`src/rtl/sha_header_streamer_if.sv`:
```
// Stream-side bundle between the header streamer and the downstream hash core.
// The streamer drives the message words, the restart pulse and the nonce
// currently in flight; the core returns word_ready.
interface sha_header_streamer_if;
   logic [31:0] word_o;
   logic        word_valid;
   logic        word_ready;
   logic        output_begin;
   logic [31:0] cur_nonce;

   modport master (
      output word_o,
      output word_valid,
      output output_begin,
      output cur_nonce,
      input  word_ready
   );

   modport slave (
      input  word_o,
      input  word_valid,
      input  output_begin,
      input  cur_nonce,
      output word_ready
   );
endinterface

```
`src/rtl/sha_header_streamer.sv`:
```
// Streams padded 80-byte block-header messages (19 header words + nonce +
// SHA-256 padding, 32 words total) to a hash core, one message per nonce.
// A captured header is replayed for nonce_count consecutive nonces, each
// message preceded by a one-cycle begin pulse and followed by an idle gap.
module sha_header_streamer #(
   parameter int GAP_CYCLES = 48
) (
   input  logic                   clk,
   input  logic                   rst,
   input  logic                   load,
   input  logic [607:0]           header,
   input  logic [31:0]            nonce_start,
   input  logic [31:0]            nonce_count,
   output logic                   busy,
   output logic                   done,
   sha_header_streamer_if.master  stream
);

   // The gap counter runs 0..GAP_CYCLES-1 and never needs to hold GAP_CYCLES.
   localparam int GAP_W = (GAP_CYCLES > 1) ? $clog2(GAP_CYCLES) : 1;
   localparam logic [GAP_W-1:0] GAP_LAST = (GAP_CYCLES > 0) ? GAP_W'(GAP_CYCLES - 1) : '0;

   localparam logic [4:0]  LAST_IDX   = 5'd31;
   localparam logic [31:0] PAD_ONE    = 32'h8000_0000;
   localparam logic [31:0] PAD_LENGTH = 32'h0000_0280;

   typedef enum logic [1:0] {
      IDLE   = 2'd0,
      BEGIN  = 2'd1,
      STREAM = 2'd2,
      GAP    = 2'd3
   } state_t;

   state_t             state_reg, state_next;
   logic [607:0]       header_reg, header_next;
   logic [31:0]        remaining_reg, remaining_next;
   logic [31:0]        cur_nonce_reg, cur_nonce_next;
   logic [4:0]         idx_reg, idx_next;
   logic [GAP_W-1:0]   gap_cnt_reg, gap_cnt_next;
   logic [31:0]        word_reg, word_next;
   logic               valid_reg, valid_next;
   logic               begin_reg, begin_next;
   logic               busy_reg, busy_next;
   logic               done_reg, done_next;

   logic [31:0]        hdr_words [19];
   logic [4:0]         idx_plus;
   logic [31:0]        upcoming_word;
   logic               accept;
   logic               msg_end;

   // Split the captured header into its 19 words, H0 in the top bits.
   generate
      for (genvar gi = 0; gi < 19; gi++) begin : g_hdr_words
         assign hdr_words[gi] = header_reg[607 - 32*gi -: 32];
      end
   endgenerate

   assign idx_plus = idx_reg + 5'd1;
   assign accept   = valid_reg & stream.word_ready;

   // Message word for the index that follows the current one; word 0 is
   // produced separately when leaving BEGIN.
   always_comb begin
      upcoming_word = 32'h0000_0000;
      if (idx_plus < 5'd19) begin
         upcoming_word = hdr_words[idx_plus];
      end else begin
         case (idx_plus)
            5'd19:   upcoming_word = cur_nonce_reg;
            5'd20:   upcoming_word = PAD_ONE;
            5'd31:   upcoming_word = PAD_LENGTH;
            default: upcoming_word = 32'h0000_0000;
         endcase
      end
   end

   // Next-state and next-output logic; every output is the registered
   // copy of a *_next value so nothing combinational reaches a port.
   always_comb begin
      state_next     = state_reg;
      header_next    = header_reg;
      remaining_next = remaining_reg;
      cur_nonce_next = cur_nonce_reg;
      idx_next       = idx_reg;
      gap_cnt_next   = gap_cnt_reg;
      word_next      = word_reg;
      valid_next     = valid_reg;
      begin_next     = 1'b0;
      busy_next      = busy_reg;
      done_next      = 1'b0;
      msg_end        = 1'b0;

      case (state_reg)
         IDLE: begin
            if (load) begin
               header_next    = header;
               cur_nonce_next = nonce_start;
               remaining_next = nonce_count;
               if (nonce_count != 32'd0) begin
                  busy_next  = 1'b1;
                  begin_next = 1'b1;
                  state_next = BEGIN;
               end else begin
                  // Nothing to stream: report completion straight away.
                  done_next = 1'b1;
                  busy_next = 1'b0;
               end
            end
         end

         BEGIN: begin
            idx_next   = 5'd0;
            word_next  = hdr_words[0];
            valid_next = 1'b1;
            state_next = STREAM;
         end

         STREAM: begin
            if (accept) begin
               if (idx_reg == LAST_IDX) begin
                  valid_next   = 1'b0;
                  word_next    = 32'h0000_0000;
                  gap_cnt_next = '0;
                  if (GAP_CYCLES == 0) begin
                     msg_end = 1'b1;
                  end else begin
                     state_next = GAP;
                  end
               end else begin
                  idx_next  = idx_plus;
                  word_next = upcoming_word;
               end
            end
         end

         GAP: begin
            if (gap_cnt_reg == GAP_LAST) begin
               msg_end = 1'b1;
            end else begin
               gap_cnt_next = gap_cnt_reg + GAP_W'(1);
            end
         end

         default: begin
            state_next = IDLE;
         end
      endcase

      // End of a message (after its gap): either start the next nonce or finish.
      if (msg_end) begin
         remaining_next = remaining_reg - 32'd1;
         if (remaining_reg != 32'd1) begin
            cur_nonce_next = cur_nonce_reg + 32'd1;
            begin_next     = 1'b1;
            state_next     = BEGIN;
         end else begin
            done_next  = 1'b1;
            busy_next  = 1'b0;
            state_next = IDLE;
         end
      end
   end

   // State and output registers, cleared asynchronously by rst low.
   always_ff @(posedge clk or negedge rst) begin
      if (!rst) begin
         state_reg     <= IDLE;
         header_reg    <= '0;
         remaining_reg <= '0;
         cur_nonce_reg <= '0;
         idx_reg       <= '0;
         gap_cnt_reg   <= '0;
         word_reg      <= '0;
         valid_reg     <= 1'b0;
         begin_reg     <= 1'b0;
         busy_reg      <= 1'b0;
         done_reg      <= 1'b0;
      end else begin
         state_reg     <= state_next;
         header_reg    <= header_next;
         remaining_reg <= remaining_next;
         cur_nonce_reg <= cur_nonce_next;
         idx_reg       <= idx_next;
         gap_cnt_reg   <= gap_cnt_next;
         word_reg      <= word_next;
         valid_reg     <= valid_next;
         begin_reg     <= begin_next;
         busy_reg      <= busy_next;
         done_reg      <= done_next;
      end
   end

   assign stream.word_o       = word_reg;
   assign stream.word_valid   = valid_reg;
   assign stream.output_begin = begin_reg;
   assign stream.cur_nonce    = cur_nonce_reg;
   assign busy                = busy_reg;
   assign done                = done_reg;

endmodule

```
`src/flat_wrapper.sv`:
```
// flat-port wrapper written by rule: the top's interface ports become plain ports
module sha_header_streamer_flat 
#(
   parameter int GAP_CYCLES = 48
)
  (clk, rst, load, header, nonce_start, nonce_count, busy, done, stream_word_o, stream_word_valid, stream_output_begin, stream_cur_nonce, stream_word_ready);
  sha_header_streamer_if stream_i ();
  input  logic clk;
  input  logic rst;
  input  logic load;
  input  logic [607:0] header;
  input  logic [31:0] nonce_start;
  input  logic [31:0] nonce_count;
  output logic busy;
  output logic done;
  output wire logic [$bits(stream_i.word_o)-1:0] stream_word_o;
  output wire logic [$bits(stream_i.word_valid)-1:0] stream_word_valid;
  output wire logic [$bits(stream_i.output_begin)-1:0] stream_output_begin;
  output wire logic [$bits(stream_i.cur_nonce)-1:0] stream_cur_nonce;
  input wire logic [$bits(stream_i.word_ready)-1:0] stream_word_ready;
  assign stream_word_o = stream_i.word_o;
  assign stream_word_valid = stream_i.word_valid;
  assign stream_output_begin = stream_i.output_begin;
  assign stream_cur_nonce = stream_i.cur_nonce;
  assign stream_i.word_ready = stream_word_ready;
  sha_header_streamer #(.GAP_CYCLES(GAP_CYCLES)) u_core (.clk(clk), .rst(rst), .load(load), .header(header), .nonce_start(nonce_start), .nonce_count(nonce_count), .busy(busy), .done(done), .stream(stream_i));
endmodule
```
`config.mk`:
```
export PLATFORM = sky130hd
export DESIGN_NAME = sha_header_streamer_flat
export DESIGN_NICKNAME = d
export VERILOG_FILES = /design/src/rtl/sha_header_streamer_if.sv /design/src/rtl/sha_header_streamer.sv /design/src/flat_wrapper.sv
export SDC_FILE = /design/constraint.sdc
export NUM_CORES = 2
export LEC_CHECK = 0
export CAP_MARGIN = 20
export CORE_ASPECT_RATIO = 0.8
export CORE_MARGIN = 8
export CORE_UTILIZATION = 47
export CTS_BUF_LIST = sky130_fd_sc_hd__clkbuf_16
export DETAILED_ROUTE_END_ITERATION = 6
export GPL_ROUTABILITY_DRIVEN = 0
export GPL_TIMING_DRIVEN = 0
export PLACE_DENSITY_LB_ADDON = 0.08
export SETUP_SLACK_MARGIN = 0.2
export SYNTH_ARGS = -nofsm -noshare
export SYNTH_HDL_FRONTEND = slang
export SYNTH_SLANG_ARGS = --single-unit
```
`constraint.sdc`:
```
create_clock -name clk -period 3.6 [get_ports clk]
set_input_delay 0.72 -clock clk [delete_from_list [all_inputs] [get_ports clk]]
set_output_delay 0.72 -clock clk [all_outputs]
set_load 0.005 [all_outputs]
```
**Placement density heat map**

32 x 26 tiles, from white (low) to dark blue (high), 0 to 100% covered.
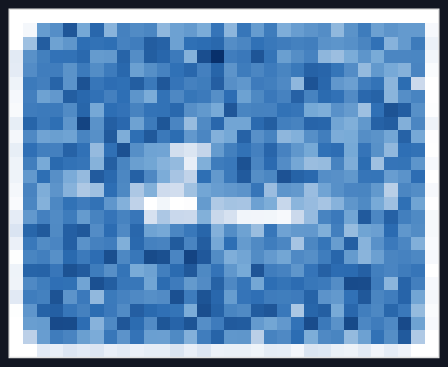
The mean over all tiles is 55%. The fullest tile reaches 100%. 6.5% of the tiles are nearly empty. 19% of the tiles are over 75% full.

**Signal wires on met2**

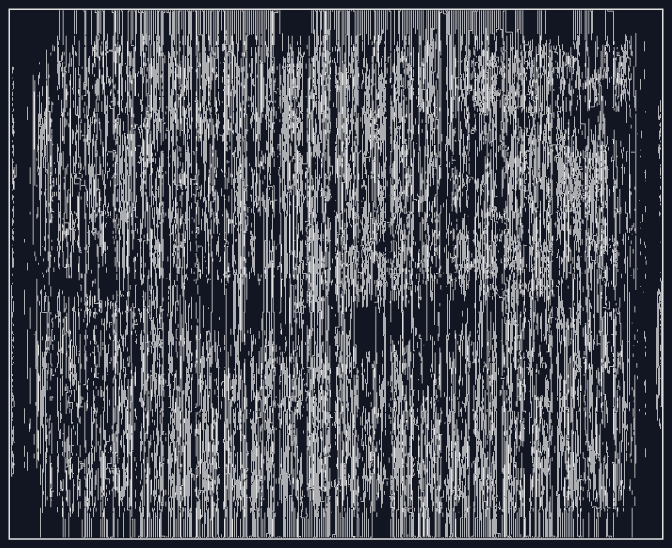
The layer holds 47% of the routed length. The longest straight run is 125 um.

**Congestion heat map**

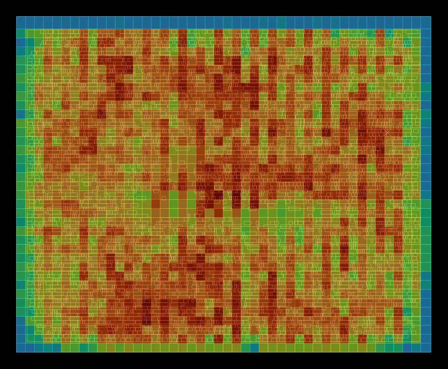
grt peak-use layer: met2
GR met3 Demand/Resource: 10.0%
met2 Track Usage GR: 56.4%

==> datasheet_impl.txt <==
Summary of implementation characteristics

Parameter                              Value

Run status
  Result of the run    complete, but fails checks
  Violations in the final reports    design-rule violations

Finish
  Number of nets in the layout    approximately 5,400
  Most common logic cells in the final layout    sky130_fd_sc_hd__nand2_1, sky130_fd_sc_hd__clkdlybuf4s50_1, sky130_fd_sc_hd__dfrtp_1
  Area added between synthesis and finish    35.9%
  Final standard cell count with taps included and fillers excluded    5,721
  Number of combinational gates with multiple inputs    2,870
  Non-clock buffer count in the final layout    1,012
  Share of cell area taken by flip-flops and latches    38.6%
  Fraction of standard cell area in multi-input logic    34.3%
  Share of cells above drive strength 1    8.96%

GRT
  Vias in the first global route    32,651
  Global-route wire length before repair    215 mm
  Total GRT Usage    35.2%

STA
  Min Tclk post-route    3.41 ns
  Fin Hold WS    0.102 ns
  Total negative setup slack    0 ns

CTS
  Hold Buf Count CTS    0
  Clock Pin Slew Worst Setup and Hold Paths    0.06 ns
  Sink Count    721
  Depth of the CTS H-tree    3
  Count of buffers added by post-CTS timing repair for setup    9

Power
  Sequential cell power    14.9 mW
  Clock Power    around 7.5 mW
  Sequential group share of total power    35.9%
  Power per standard cell area    886 mW/mm2
  Top pwr grp    combinational logic
  Leakage Power    22.0 nW

Synthesis
  Yosys cell count    3,853
  Warnings from Yosys    0
  Sequential fraction of the synthesis area    52.5%
  Dominant Register Cell    sky130_fd_sc_hd__dfrtp_1
  Share of cell area taken by muxes after synthesis    10.3%
  Post-synthesis instance total    3,853
  Xor and xnor area share after synthesis    0.102%
  Ys async rst share    100%
  Yosys Chip Area    roughly 0.034 mm2

Critical path
  Critical path startpoint category    flop
  Number of stages on the worst setup path    14
  Family of cells with the greatest summed delay on the critical path    buffers and inverters
  Most frequent CP cell    sky130_fd_sc_hd__buf_12
  Arrival @ worst endpoint    3.96 ns
  Worst R2R Path Depth    14
  Flop2flop setup slack    approximately 0.19 ns

Detailed routing
  Routed length on met2    69.5 mm
  Top layer in use    met5
  Total number of vias    32,509
  # DRC    1

Hold path
  Type of the tightest min-delay check    in2async

Floorplanning
  Site Rows    88
  Die H    roughly 260 um
  Area of the die    0.0821 mm2

Flow run
  OpenROAD warning count    between 40 and 50
Power figures rest on the tool's default switching activity, not on a simulated workload.
